## config.mk

```make
export PLATFORM = sky130hd
export DESIGN_NAME = bsr_bidir_chain
export DESIGN_NICKNAME = d
export VERILOG_FILES = /design/src/rtl/bsr_bidir_chain.sv
export SDC_FILE = /design/constraint.sdc
export NUM_CORES = 1
export LEC_CHECK = 0
export CORE_MARGIN = 4
export CORE_UTILIZATION = 38
export DETAILED_ROUTE_END_ITERATION = 10
export RECOVER_POWER = 50
export SETUP_SLACK_MARGIN = 0.4
export SYNTH_ARGS = -nofsm -noshare
export SYNTH_HDL_FRONTEND = slang
export SYNTH_SLANG_ARGS = --single-unit
```

## constraint.sdc

```tcl
create_clock -name tck -period 1.93 [get_ports tck]
set_input_delay 0.579 -clock tck [delete_from_list [all_inputs] [get_ports tck]]
set_output_delay 0.579 -clock tck [all_outputs]
set_load 0.01 [all_outputs]
```

## src/rtl/bsr_bidir_chain.sv

```systemverilog
// bsr_bidir_chain: boundary scan register for N_PINS bidirectional pads.
// Each pad owns three chain cells: input, output-data and output-enable
// (sr[3i], sr[3i+1], sr[3i+2]). A capture/shift register and a separate
// update register are both clocked on tck and enabled by the TAP decode.
// Optional feature macro: BSR_CLAMP_EN adds the clamp (100) and highz (101)
// modes; without it those modes are plain functional pass-through.
// Chain handshake: there is no valid/ready flow here. The TAP strobes
// (captureDR, shiftDR, updateDR) act only when select is high, and each
// strobe is consumed on the rising tck edge on which it is sampled.
module bsr_bidir_chain #(
   parameter int   N_PINS    = 4,
   parameter logic UPD_RESET = 1'b0
) (
   input  logic              tck,
   input  logic              resetn,
   input  logic              select,
   input  logic              captureDR,
   input  logic              shiftDR,
   input  logic              updateDR,
   input  logic [2:0]        mode,
   input  logic              tdi,
   output logic              tdo,
   input  logic [N_PINS-1:0] core_out,
   input  logic [N_PINS-1:0] core_oe,
   output logic [N_PINS-1:0] core_in,
   input  logic [N_PINS-1:0] pad_in,
   output logic [N_PINS-1:0] pad_out,
   output logic [N_PINS-1:0] pad_oe
);

   localparam int L = 3 * N_PINS;

   logic [L-1:0]      sr;
   logic [L-1:0]      ur;
   logic [L-1:0]      cap_vec;
   logic [N_PINS-1:0] ur_in;
   logic [N_PINS-1:0] ur_out;
   logic [N_PINS-1:0] ur_oe;

   // Interleave pad/core signals into chain order for capture, and split the
   // update register back into per-pad input/output/enable vectors.
   always_comb begin
      cap_vec = '0;
      ur_in   = '0;
      ur_out  = '0;
      ur_oe   = '0;
      for (int i = 0; i < N_PINS; i++) begin
         cap_vec[3*i]   = pad_in[i];
         cap_vec[3*i+1] = core_out[i];
         cap_vec[3*i+2] = core_oe[i];
         ur_in[i]       = ur[3*i];
         ur_out[i]      = ur[3*i+1];
         ur_oe[i]       = ur[3*i+2];
      end
   end

   // Capture/shift register: capture wins over shift; tdi enters at bit 0.
   always_ff @(posedge tck) begin
      if (!resetn) begin
         sr <= '0;
      end else if (select) begin
         if (captureDR) begin
            sr <= cap_vec;
         end else if (shiftDR) begin
            sr <= {sr[L-2:0], tdi};
         end
      end
   end

   // Update register latches the pre-edge shift contents, so a shift on the
   // same edge does not disturb what is loaded.
   always_ff @(posedge tck) begin
      if (!resetn) begin
         ur <= {L{UPD_RESET}};
      end else if (select && updateDR) begin
         ur <= sr;
      end
   end

   // tdo is taken straight from the last chain flop.
   assign tdo = sr[L-1];

   // Pad/core steering by instruction mode; unlisted modes are transparent.
   always_comb begin
      pad_out = core_out;
      pad_oe  = core_oe;
      core_in = pad_in;
      case (mode)
         3'b010: begin
            pad_out = ur_out;
            pad_oe  = ur_oe;
         end
         3'b011: begin
            core_in = ur_in;
            pad_out = ur_out;
            pad_oe  = '0;
         end
`ifdef BSR_CLAMP_EN
         3'b100: begin
            pad_out = ur_out;
            pad_oe  = ur_oe;
         end
         3'b101: begin
            pad_oe  = '0;
         end
`endif
         default: begin
         end
      endcase
   end

endmodule

```

==> run summary <==
impl run done, here's what came out: Synth area leader dfxtp_1, Post-Synth Adder-Cell Area 0, Final Hold Fails 0, Net Count, Synth 164, fin worst setup slack -0.183 ns, highest clock rate 473 MHz, Final Critical Period 2.11 ns, Yosys chip area 1490 um2, area fraction in xor and xnor cells 0, number of diodes 0, FF+latch count, synth 24, hpwl dp 2.84 mm, top cells by area dfxtp_1 (32%), o211ai_2 (10%), mux2_1 (8.3%), placed cells between 200 and 250, antenna violations before repair 0, CP Data Required Time 1.35 ns, Setup Viol. Count Final 8, Slew headroom 0.571, largest net degree at the start of global routing 28, Post-Syn Instances 142, clock transition at the registers of the reported paths 0.08 ns, Yosys Instances between 100 and 150, RSZ-0062 raised after global routing true, Synth top cell by count dfxtp_1, clk_lat worst skew 0.26 ns, post-route ant nets 0, Post-synth EDFFs 0, Yosys Warn Count 0, global-route wire length before repair 6.43 mm, leakage 0.938 nW, Logic family by area AND-OR/OR-AND gates, CP Max Fanout 3, root buf cell clkbuf_8, 1st-pass router iterations 4, CP arrival around 1.5 ns, Tool Warnings 29, outcome finished, violations left, max-slew violations 0, gpl congestion 0.777, DR iter-0 viols 48, synth cell count leaders dfxtp_1 (24), nand3b_1 (13), failing checks negative setup slack, htree depth 1, IO Port Bufs 34, die area 5000 um2, synth-to-layout area growth 44.4%, Num CTS Buffers 3, Pwr Total between 1 and 1.5 mW
==> worst max-delay path: stages <==
cell      delay [ns]
buf_6           0.09
nand3b_1        0.24
buf_4           0.20
mux2_4          0.30
buf_6           0.12
==> sequential cells by signal (all words and copies together), names as in the netlist <==
signal,count
ur,12
sr,12
==> final timing paths <==
check	slack, ns	to	cells past startpoint
setup / recovery	-0.18	core_in[2]	5
hold / removal	0.51	ur[11]	2
setup reg to reg	0.95	sr[4]	2
hold reg to reg	0.51	ur[11]	2
==> power by group <==
part / switching, mW / total [mW] / internal, mW
Sequential: 0.0187 / 0.533 / 0.515
Combinational: 0.121 / 0.294 / 0.173
Clock: 0.157 / 0.296 / 0.140
==> metal layers <==
| layer | up-vias | track usage | routed length, um |
|---|---|---|---|
| li1 | 651 | - | - |
| met1 | 658 | 0.202 | 1790 |
| met2 | 26 | 0.278 | 1960 |
| met3 | 2 | 0.0227 | 167 |
| met4 | 0 | 0.0376 | 17 |
| met5 | - | 0 | 0 |
==> kinds of logic (layout without fill, tap and decap cells) <==
| group | count (synthesis) | after routing |
|---|---|---|
| multiplexers | 24 | 24 |
| buffers and inverters | 14 | 69 |
| AND-OR/OR-AND | 37 | 37 |
| AND/OR/NAND/NOR | 43 | 43 |
| flip-flops | 24 | 24 |
==> through the flow <==
step | worst slack [ns] | hold slack (ns) | utilization | area, um2
floorplan | 0.193 | 0.464 | - | 1530
global placement | -0.836 | 0.498 | 0.550 | 2060
detailed placement | -0.853 | 0.501 | 0.550 | 2060
CTS | -0.148 | 0.512 | 0.583 | 2180
global route | -0.204 | 0.540 | 0.576 | 2160
finish | -0.183 | 0.506 | 0.576 | 2160
==> cell usage in the layout (no fill, tap or decap) <==
master            n
a21bo_2          12
a21oi_1          12
and2b_2           1
buf_12            1
buf_2             1
buf_4            24
buf_6            18
clkbuf_1          1
clkbuf_2          1
clkbuf_8          3
clkdlybuf4s50_1   7
dfxtp_1          23
dfxtp_2           1
dlygate4sd2_1    10
dlygate4sd3_1     1
dlymetal6s2s_1    1
inv_2             1
mux2_4           12
mux2i_1          12
nand2b_4          1
nand3_1          12
nand3b_1         13
nand4bb_1         8
nor2b_1           4
o211ai_1          2
o211ai_2         11
or4bb_1           4
==> timing repair <==
action,CTS,global route
hold buffers,0,0
buffers inserted,6,0
gates resized,94,1
pin swaps,2,0
setup endpoints to repair,25,12
==> layout make-up <==
cell class,count,area [um2]
clock buffer,3,41.3
fill,342,1590
inverter,1,3.75
multi-input combinational,104,973
sequential,24,482
tap,48,60.1
timing repair buffer,65,597
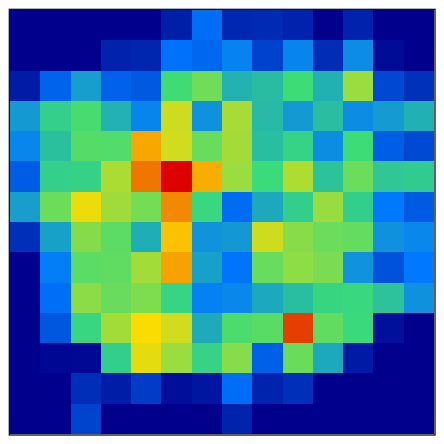
Fig. 1. Wiring heat map.
Drawn at 6 px/um. 14 x 14 tiles, from dark blue (low) to red (high), scaled to the fullest tile. Values are wire area over tile area, all layers added.
tiles over half the peak: 28%
fullest tile: 0.38
densest ninth of the die: centre

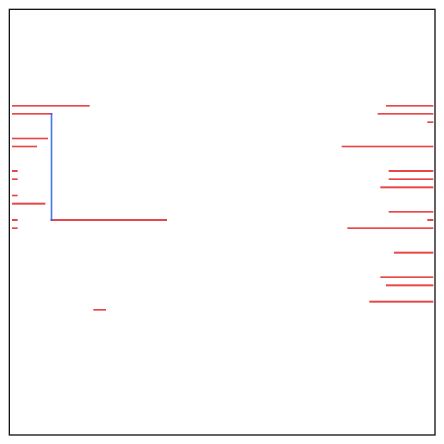
Fig. 2. Signal wires by layer.
Drawn at 6 px/um. Two of the layers only.
[red] met3 | wire length: 168 um
[blue] met4 | wire length: 17.7 um

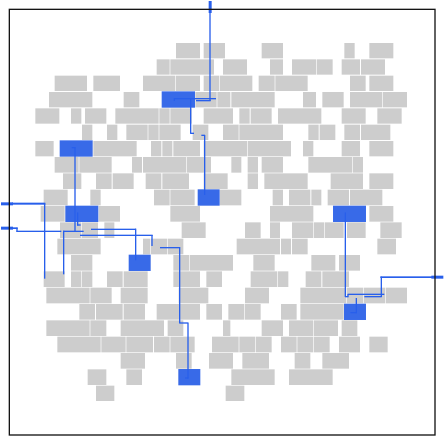
Fig. 3. Wires at chosen ports, followed through buffers.
Drawn at 6 px/um.
[blue] pad_in | bits: 4 | direction: input | end cells: 8 | buffers: 8 | wire: 186 um

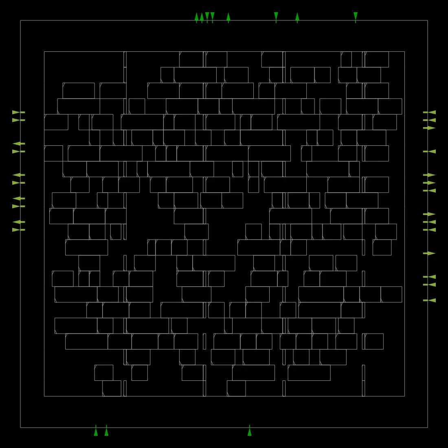
Fig. 4. Placed standard cells.
Final Util: 0.576
tap cell count: 48
sequential share of cell area: 0.223

Power figures rest on the tool's default switching activity, not on a simulated workload.
